==> src/rtl/rectangle_keysched_128_pkg.sv <==
`default_nettype none
// ============================================================================
// Module      : rectangle_keysched_128_pkg
// Description : Shared constants, S-box table and FSM encoding for the
//               RECTANGLE-128 key schedule and its S-box sub-module.
//               Optional macro RECT_KEYBUF_EN adds the REPLAY state.
// Revision    : 1.0 - initial release
// ============================================================================
package rectangle_keysched_128_pkg;

    localparam int         C_NR        = 25;
    localparam logic [4:0] C_RC_INIT   = 5'h01;
    localparam int         C_KEY_W     = 128;
    localparam int         C_ROW_W     = 32;
    localparam int         C_RK_W      = 64;
    localparam int         C_SBOX_COLS = 8;

    // Nibble n of this word is S(n): S = {6,5,C,A,1,E,7,9,B,0,3,D,8,F,4,2}
    localparam logic [63:0] C_SBOX_TABLE = 64'h24F8_D30B_97E1_AC56;

    typedef enum logic [1:0] {
        ST_IDLE   = 2'd0,
        ST_RUN    = 2'd1,
`ifdef RECT_KEYBUF_EN
        ST_DONE   = 2'd2,
        ST_REPLAY = 2'd3
`else
        ST_DONE   = 2'd2
`endif
    } ks_state_t;

    function automatic logic [3:0] sbox_lookup(input logic [3:0] x);
        return C_SBOX_TABLE[{x, 2'b00} +: 4];
    endfunction

endpackage
`default_nettype wire

==> src/rtl/rectangle_sbox4.sv <==
`default_nettype none
// ============================================================================
// Module      : rectangle_sbox4
// Description : 4-bit RECTANGLE S-box (pure combinational).
//   i_x : input nibble {row3,row2,row1,row0} of one column
//   o_y : substituted nibble, same bit positions
// Revision    : 1.0 - initial release
// ============================================================================
module rectangle_sbox4
    import rectangle_keysched_128_pkg::*;
(
    input  logic [3:0] i_x,
    output logic [3:0] o_y
);

    assign o_y = sbox_lookup(i_x);

endmodule
`default_nettype wire

==> src/rtl/rectangle_keysched_128.sv <==
`default_nettype none
// ============================================================================
// Module      : rectangle_keysched_128
// Description : On-the-fly RECTANGLE-128 round-key generator. Loads a 128-bit
//               master key on i_start and emits K0..K(NR) one per
//               valid/ready handshake.
//   i_clk, i_rst_n      : clock, asynchronous active-low reset
//   i_start, iv_key     : load master key / restart schedule
//   i_ready             : consumer accepts ov_roundkey
//   ov_roundkey, ov_round, o_valid, o_last, o_busy : key stream outputs
//   i_replay            : reverse-order replay request (RECT_KEYBUF_EN only)
// Optional    : `define RECT_KEYBUF_EN adds a round-key buffer and REPLAY.
// Revision    : 1.0 - initial release
// ============================================================================
module rectangle_keysched_128
    import rectangle_keysched_128_pkg::*;
#(
    parameter int         NR      = C_NR,
    parameter logic [4:0] RC_INIT = C_RC_INIT
)(
    input  logic          i_clk,
    input  logic          i_rst_n,
    input  logic          i_start,
    input  logic [127:0]  iv_key,
    input  logic          i_ready,
    output logic [63:0]   ov_roundkey,
    output logic          o_valid,
    output logic          o_last,
    output logic [4:0]    ov_round,
    output logic          o_busy,
    input  logic          i_replay
);

    localparam logic [4:0] c_last_round = 5'(NR);

    ks_state_t          r_state, w_state_next;
    logic [3:0][31:0]   r_row, w_sb, w_row_next;
    logic [4:0]         r_rc, r_round;
    logic [7:0][3:0]    w_col_in, w_col_out;
    logic [63:0]        w_key;
    logic               w_valid, w_last, w_hs;

    // S-box layer touches only the eight rightmost columns
    for (genvar j = 0; j < C_SBOX_COLS; j++) begin : g_col
        assign w_col_in[j] = {r_row[3][j], r_row[2][j], r_row[1][j], r_row[0][j]};
        rectangle_sbox4 u_sbox (
            .i_x (w_col_in[j]),
            .o_y (w_col_out[j])
        );
    end

    always_comb begin
        w_sb = r_row;
        for (int j = 0; j < C_SBOX_COLS; j++) begin
            for (int k = 0; k < 4; k++) begin
                w_sb[k][j] = w_col_out[j][k];
            end
        end
        // Generalised Feistel row mix, round constant into row0[4:0]
        w_row_next[0] = {w_sb[0][23:0], w_sb[0][31:24]} ^ w_sb[1] ^ {27'd0, r_rc};
        w_row_next[1] = w_sb[2];
        w_row_next[2] = {w_sb[2][15:0], w_sb[2][31:16]} ^ w_sb[3];
        w_row_next[3] = w_sb[0];
    end

    assign w_key = {r_row[3][15:0], r_row[2][15:0], r_row[1][15:0], r_row[0][15:0]};

`ifdef RECT_KEYBUF_EN
    logic [63:0] r_buf [0:NR];

    // Rewriting the current slot every RUN cycle is harmless: the rows only
    // change on a handshake or a restart, so the last write is always Kr.
    always_ff @(posedge i_clk) begin
        if (r_state == ST_RUN) begin
            r_buf[r_round] <= w_key;
        end
    end

    assign w_valid     = (r_state == ST_RUN) || (r_state == ST_REPLAY);
    assign w_last      = ((r_state == ST_RUN)    && (r_round == c_last_round)) ||
                         ((r_state == ST_REPLAY) && (r_round == 5'd0));
    assign ov_roundkey = (r_state == ST_REPLAY) ? r_buf[r_round] : w_key;
    assign o_busy      = w_valid;
`else
    logic w_unused_replay;
    assign w_unused_replay = i_replay;

    assign w_valid     = (r_state == ST_RUN);
    assign w_last      = w_valid && (r_round == c_last_round);
    assign ov_roundkey = w_key;
    assign o_busy      = w_valid;
`endif

    assign w_hs     = w_valid && i_ready;
    assign o_valid  = w_valid;
    assign o_last   = w_last;
    assign ov_round = r_round;

    always_ff @(posedge i_clk or negedge i_rst_n) begin
        if (!i_rst_n) begin
            r_state <= ST_IDLE;
        end else begin
            r_state <= w_state_next;
        end
    end

    always_comb begin
        w_state_next = r_state;
        if (i_start) begin
            w_state_next = ST_RUN;
        end else begin
            case (r_state)
                ST_RUN: begin
                    if (w_hs && w_last) w_state_next = ST_DONE;
                end
`ifdef RECT_KEYBUF_EN
                ST_DONE: begin
                    if (i_replay) w_state_next = ST_REPLAY;
                end
                ST_REPLAY: begin
                    if (w_hs && w_last) w_state_next = ST_DONE;
                end
`endif
                default: w_state_next = r_state;
            endcase
        end
    end

    // The final forward handshake leaves rows/round at K(NR) so a replay
    // can start from the top without extra bookkeeping.
    always_ff @(posedge i_clk or negedge i_rst_n) begin
        if (!i_rst_n) begin
            r_row   <= '0;
            r_rc    <= RC_INIT;
            r_round <= 5'd0;
        end else if (i_start) begin
            r_row   <= iv_key;
            r_rc    <= RC_INIT;
            r_round <= 5'd0;
        end else if (w_hs && (r_state == ST_RUN) && !w_last) begin
            r_row   <= w_row_next;
            r_rc    <= {r_rc[3:0], r_rc[4] ^ r_rc[2]};
            r_round <= r_round + 5'd1;
        end
`ifdef RECT_KEYBUF_EN
        else if ((r_state == ST_DONE) && i_replay) begin
            r_round <= c_last_round;
        end else if (w_hs && (r_state == ST_REPLAY) && !w_last) begin
            r_round <= r_round - 5'd1;
        end
`endif
    end

endmodule
`default_nettype wire

==> config.mk <==
export PLATFORM = sky130hd
export DESIGN_NAME = rectangle_keysched_128
export DESIGN_NICKNAME = d
export VERILOG_FILES = /design/src/rtl/rectangle_keysched_128_pkg.sv /design/src/rtl/rectangle_sbox4.sv /design/src/rtl/rectangle_keysched_128.sv
export SDC_FILE = /design/constraint.sdc
export NUM_CORES = 1
export LEC_CHECK = 0
export CAP_MARGIN = 20
export CORE_ASPECT_RATIO = 0.75
export CORE_MARGIN = 4
export CORE_UTILIZATION = 40
export DETAILED_ROUTE_END_ITERATION = 6
export PLACE_DENSITY_LB_ADDON = 0.08
export SLEW_MARGIN = 20
export SYNTH_ARGS = -nofsm -noshare
export SYNTH_HDL_FRONTEND = slang
export SYNTH_SLANG_ARGS = --single-unit
==> constraint.sdc <==
create_clock -name i_clk -period 1.8 [get_ports i_clk]
set_input_delay 0.36 -clock i_clk [delete_from_list [all_inputs] [get_ports i_clk]]
set_output_delay 0.36 -clock i_clk [all_outputs]
set_load 0.05 [all_outputs]
Figure 1. Signal wires on met2 (run 1).
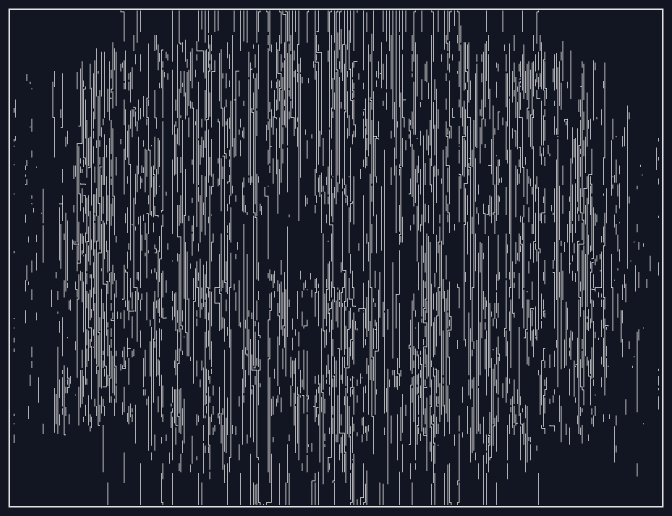
The layer carries 15100 um of wire. The layer holds 49% of the routed length. 1207 nets have wire on it.

Figure 2. Routed metal, one color a layer (run 1).
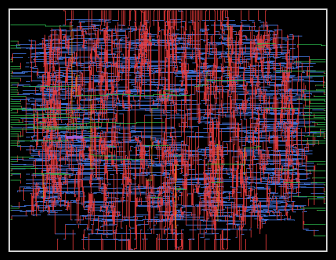
Purple marks metal 5, wire length 8.30 um. Orange marks metal 4, wire length 303 um. Red marks metal 2, wire length 15100 um. Green marks metal 3, wire length 1390 um. Blue marks metal 1, wire length 13900 um.

==> impl.org, run 1 <==
* Flow results

** Status
- The run finished, with violations left.
- Violated checks :: setup timing

** Power
- Cell internal power was estimated by the tool at 7.922 mW.
- Dominant power group :: combinational cells
- Switching component of the power :: 4.747 mW
- For the combinational group, total power comes out at 4.91 mW.
- Register share of total power :: 32.7%

** Final layout
- Finished layout cell area :: 14260 um^2
- Seq_cells :: 140
- Invs w/o clock :: 44
- The area taken by multi-input combinational cells is reported as 5734 um^2.
- Number of fill cells in the layout :: 1941
- Fraction of standard cell area in multi-input logic :: 40.21%
- Area added between synthesis and finish :: 51.23%
- Non-clk bufs :: 343

** Placement
- Worst Setup Slack post-DPL :: -342.0 ps

** GRT
- Pin count of the biggest net entering global routing :: 56

** Critical path
- Levels on crit path :: 6

** Final timing
- Number of endpoints failing setup at the final stage :: 80
- Across all setup checks in the final design, the least slack found is -235.6 ps.
- Looking at the max-slew report, the worst-margin pin has a slew of 530.1 ps.
- The final layout reports a setup TNS of -5582 ps.
- The final timing report lists clock skew as 11.72 ps.

** Clock network
- H-Tree Depth :: 4
- Post-CTS timing repair inserted 14 buffers for setup.
- Worst-Skew Late Latency :: 430 ps

** Routing
- Detailed-route vias per instance :: 5.291
- Met2 routed WL :: 15060 um
- Via count :: 8576
- Wire length on met1 :: 13860 um
- In the post-route report, total wirelength is listed as 30610 um.

** Floorplan
- Number of well-tap cells placed :: 300
- After floorplanning, the core was sized to cover 23120 um^2.

** Synthesis
- Synthesized instance count :: 1096
- Xor/xnor share of the synthesized area :: 4.830%
Figure 3. Routing congestion (run 1).
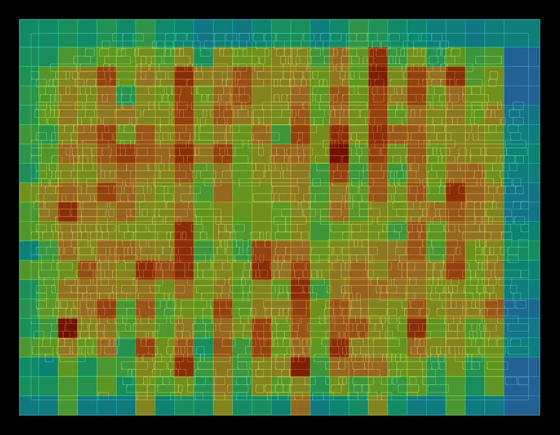
global-route layer with the greatest usage: met2
core utilization of the finished layout: 61.67%
met3 track utilization from global routing: 4.746%
met2 usage in global routing: 37.27%
global-route usage over all layers: 22.49%

Figure 4. Gate families picked out (run 1).
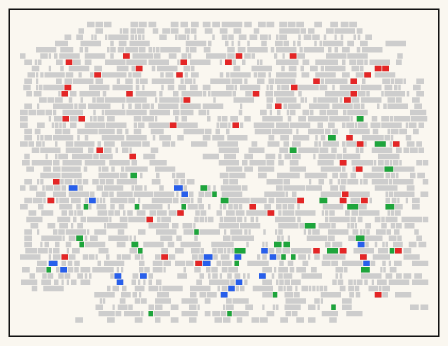
Green marks AND and OR gates, cells 36. Red marks XOR/XNOR gates, cells 52. Blue marks AND-OR and OR-AND gates, cells 20.

run 1: sequential cells by signal, indices dropped and copies added (netlist names):
| register | count |
|---|---|
| ov_roundkey | 64 |
| ov_round | 5 |
| r_row | 64 |
| r_state | 2 |
| r_rc | 5 |
run 1: placed cells by master, fill, tap and decap left out, types with 36 or more instances in the layout:
cell type | Yosys | layout
sky130_fd_sc_hd__a21oi_2 | 0 | 36
sky130_fd_sc_hd__buf_12 | 0 | 38
sky130_fd_sc_hd__buf_4 | 69 | 126
sky130_fd_sc_hd__clkdlybuf4s50_1 | 0 | 129
sky130_fd_sc_hd__dfrtp_1 | 139 | 133
sky130_fd_sc_hd__ha_1 | 46 | 44
sky130_fd_sc_hd__inv_1 | 44 | 43
sky130_fd_sc_hd__mux2i_1 | 52 | 49
sky130_fd_sc_hd__nand2_1 | 144 | 137
sky130_fd_sc_hd__o21ai_1 | 0 | 73
sky130_fd_sc_hd__xnor2_1 | 48 | 48
run 1: cells in the mapped netlist, drive strengths merged, types with 3 or more instances:
cell	instances	share of area, %
nor3	43	2.3
a21oi	54	2.9
a31oi	7	0.46
a211oi	5	0.40
nor2b	28	1.9
and2	10	0.66
dfrtp	139	37
ha	46	6.1
a2111oi	5	0.46
a2111o	4	0.48
nand2b	14	0.93
mux2	6	0.72
clkbuf	64	2.5
nand2	144	5.7
buf	86	6.4
o21ai	111	5.9
a22oi	3	0.24
and4	5	0.46
nand3	23	1.2
o31a	4	0.37
o211ai	11	0.88
nor4b	9	0.84
or2	3	0.20
nor4	13	0.86
inv	44	1.8
or3	5	0.33
a211o	11	1.0
nor2	34	1.4
xnor2	48	4.5
xor2	4	0.37
o31ai	10	0.80
mux2i	52	5.5
nand4	17	1.1
or4b	7	0.74
o311ai	11	1.0
a2bb2oi	5	0.46
Figure 5. Placement density heat map (run 1).
The die is cut into 19 by 14 equal tiles; white is low, dark blue is high, 0 to 100% covered.
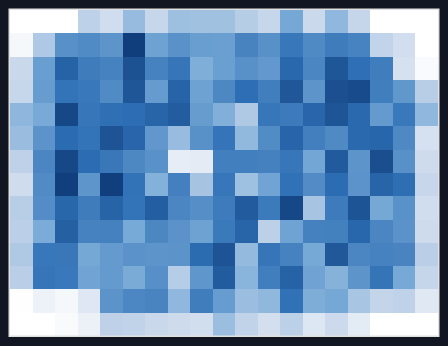

==> inputs of run 2 (changes only) <==
PLACE_DENSITY = 0.8   (was unset)
PLACE_DENSITY_LB_ADDON = unset   (was 0.08)
Figure 6. Placement density heat map (run 2).
The die is cut into 19 by 14 equal tiles; white is low, dark blue is high, 0 to 100% covered.
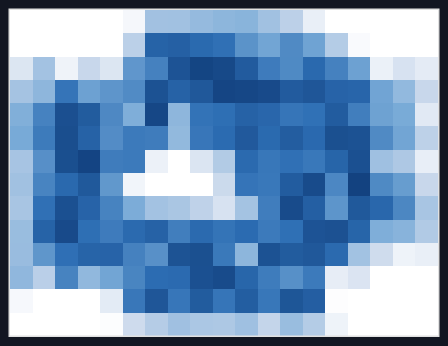
16% of the tiles are nearly empty. The mean over all tiles is 50%. The fullest tile reaches 93%. 29% of the tiles are over 75% full.

==> run 2 against run 1 <==
The flow still finishes with violations (setup timing). Die size is the same. Sequential share of layout area increased by 1.7 points. Clock skew up 0.60 ps. Area after synthesis is the same. Design area shrank 6.5%. Via count rose by 4.5%. Final cell count down 0.74%. Critical endpoint is now ov_roundkey[37]$_DFFE_PN0P_. Clock-buffer cell count up 3. Largest power group unchanged. Global-route usage is 0.70 points higher. Critical path depth is 3 higher. Combinational power shrank 3%.
==> impl.org, run 2 <==
* Flow results

** Routing
- Detailed Routing Iterations Pass 1 :: 5
- Met2 routed WL :: 13030 um (-13%)
- Wire length on met1 :: 15140 um (+9.3%)
- The detail route stage leaves a number of antenna-violating nets equal to 0.
- The via count was 8961 (+4.5%).
- Per the detail_route report, routed wire per instance is 19.41 um.
- The total routed wirelength came to 31230 um (+2.0%).
- The number of vias per cell after detailed routing was 5.569 (+5.3%).

** GRT
- The pin count of the biggest net entering global routing came to 76 (+36%).
- The number of antenna violations at the first check in global routing came to 2.
- Met3 track utilization from global routing :: 5.159% (+0.41 points)
- Vias in the first global route :: 8322
- Global-route layer with the greatest usage :: met1
- Met2 usage in global routing :: 31.49% (-5.8 points)

** Final layout
- Layout clock area frac :: 4.251%
- Counting only logic cells after layout, the most numerous master is sky130_fd_sc_hd__buf_4.
- Non-clock buffer area fraction after layout :: 25.02%
- Core utilization of the finished layout :: 57.67% (-4.0 points)
- Most instantiated logic cells after routing :: sky130_fd_sc_hd__buf_4, sky130_fd_sc_hd__nand2_1, sky130_fd_sc_hd__dfrtp_1
- The number of logic inverters in the finished layout is 44 (unchanged).
- The number of non-clock buffers in the layout is 329 (-4.1%).
- The number of fill cells in the layout is 1949 (+0.41%).
- The combinational share of cell area was 40.36% (+0.15 points).
- Seq_cells :: 140 (unchanged)
- Footprint of the multi-input gates :: 5381 um^2 (-6.2%)
- Area added between synthesis and finish :: 41.41%
- The area of all placed cells without fillers came to 13330 um^2 (-6.5%).

** Critical path
- The signal on the critical path passes through ha_4, and4b_4, buf_6, buf_12, buf_12, nor2_4, buf_12, o31ai_1, or3_1.
- The capture point of the critical path was reported as ov_roundkey[37]$_DFFE_PN0P_.
- The worst setup path is of the reg -> reg kind.
- Cell repeated most along the worst path :: sky130_fd_sc_hd__buf_12
- Max fanout on the critical path was recorded as 17.
- The required time at the worst endpoint is listed as 2090 ps.
- Highest-delay cell along the critical path :: sky130_fd_sc_hd__dfrtp_2
- Kind of start point of the critical path :: register

** Synthesis
- The synthesis report lists the most area-consuming cells as sky130_fd_sc_hd__dfrtp_1, sky130_fd_sc_hd__ha_1, sky130_fd_sc_hd__o21ai_0.
- Synth top cells by count :: sky130_fd_sc_hd__nand2_1, sky130_fd_sc_hd__dfrtp_1, sky130_fd_sc_hd__o21ai_0
- Top area contributor share :: 36.89% (unchanged)
- Yosys top cell by instances :: sky130_fd_sc_hd__nand2_1
- The count of mapped cells out of synthesis came to 1096 (unchanged).
- Yosys synthesis chip area :: 9429 um^2
- Mean instance size in the synthesized netlist :: 8.603 um^2
- Post-synth top area cell :: sky130_fd_sc_hd__dfrtp_1

** Final timing
- Post-layout period usage :: 113.8%
- Pin slew with the least headroom to its limit :: 511.1 ps (-19.05 ps)
- Endpoints failing hold in the final report were tallied at 0.
- Number of endpoints failing setup at the final stage :: 90 (+13%)
- Worst path setup slack after routing :: -248.9 ps (-13.31 ps)
- Clock Skew :: 12.32 ps (+0.5951 ps)

** Clock network
- H-Tree Depth :: 4 (unchanged)
- Root cell of the clock tree :: sky130_fd_sc_hd__clkbuf_16
- The insertion delay at the late pin of the worst-skew pair was 420 ps (about the same).
- TritonCTS built the clock tree.

** Power
- Dividing total power by cell area gives a power density of 925.8 nW/um^2.
- Switching component of the power :: 4.662 mW (-1.8%)
- The portion of total power attributed to sequential cells was 33.3% (+0.6 points).
- The design internal power came to 7.683 mW (-3.0%).

** Floorplan
- Number of well-tap cells placed :: 300 (unchanged)
- The placeable core region is 23120 um^2 (unchanged).

** Placement
- Port buffering added 203 buffers.

** Status
- Violated checks :: setup timing
- Result of the run :: complete, but fails checks
Figure 7. Routing congestion (run 2).
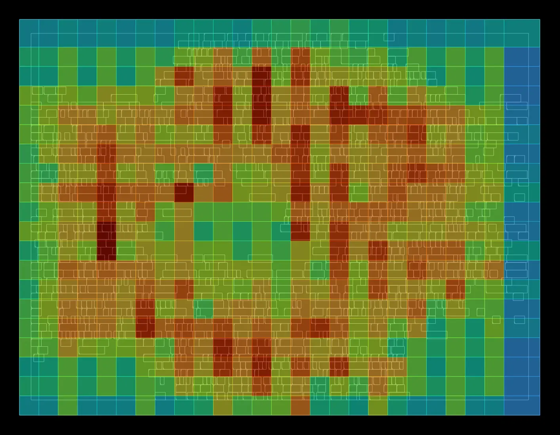
global-route usage over all layers: 23.19%
met1 global-route usage: 36.95%

[run 2: cell types whose count changed in the layout (fill, tap and decap cells not counted), sizes merged, moves of 2 or more]
| cell | change |
|---|---|
| buf | -9 |
| clkbuf | -2 |
| inv | -2 |
| or2 | +2 |
[run 2: per-stage QoR]
stage	instances	total power, mW	setup WS, ps	setup TNS [ps]	hold slack [ps]
after global placement	1557	8.514	-320.8	-25340	304.0
after global routing	1609	12.90	-309.3	-19270	192.2
final	1609	12.35	-248.9	-9322	213.4
after detailed placement	1557	8.638	-343.9	-29620	310.0
after floorplan	1096	6.935	-184.3	-13150	64.41
after CTS	1604	12.22	-240.3	-8313	187.7
[run 2: kinds of logic after synthesis]
| family | count (synthesis) | share of synthesized area (%) |
|---|---|---|
| compound gates | 243 | 15.55 |
| fa+ha+maj | 46 | 6.104 |
| mux | 58 | 6.237 |
| xor+xnor | 52 | 4.830 |
| flops | 140 | 37.17 |
| simple gates | 363 | 19.40 |
| buf+inv | 194 | 10.71 |
[run 2: timing repair]
action,CTS,global route
gates resized,99,60
gates cloned,3,2
hold endpoints to repair,36,0
hold buffers,1,0
setup endpoints to repair,132,135
setup buffers,11,4
pin swaps,10,12
[run 2: critical path: cells and delay by family (launching register included)]
| kind | cells | cell delay, ps |
|---|---|---|
| AND/OR/NAND/NOR | 3 | 680 |
| buffers and inverters | 4 | 560 |
| flip-flops | 1 | 430 |
| adder cells (fa/ha/maj) | 1 | 160 |
| AND-OR/OR-AND | 1 | 80 |
[run 2: power groups by stage]
stage	Clock [mW]	Sequential, mW	Combinational [mW]
final	3.47	4.12	4.76
after global routing	3.61	4.18	5.11
after CTS	3.49	4.09	4.64
after detailed placement	0	4.14	4.49
after global placement	0	4.12	4.40
after floorplan	0	3.95	2.99
No activity file was given, so power comes from the tool's default toggle rates.
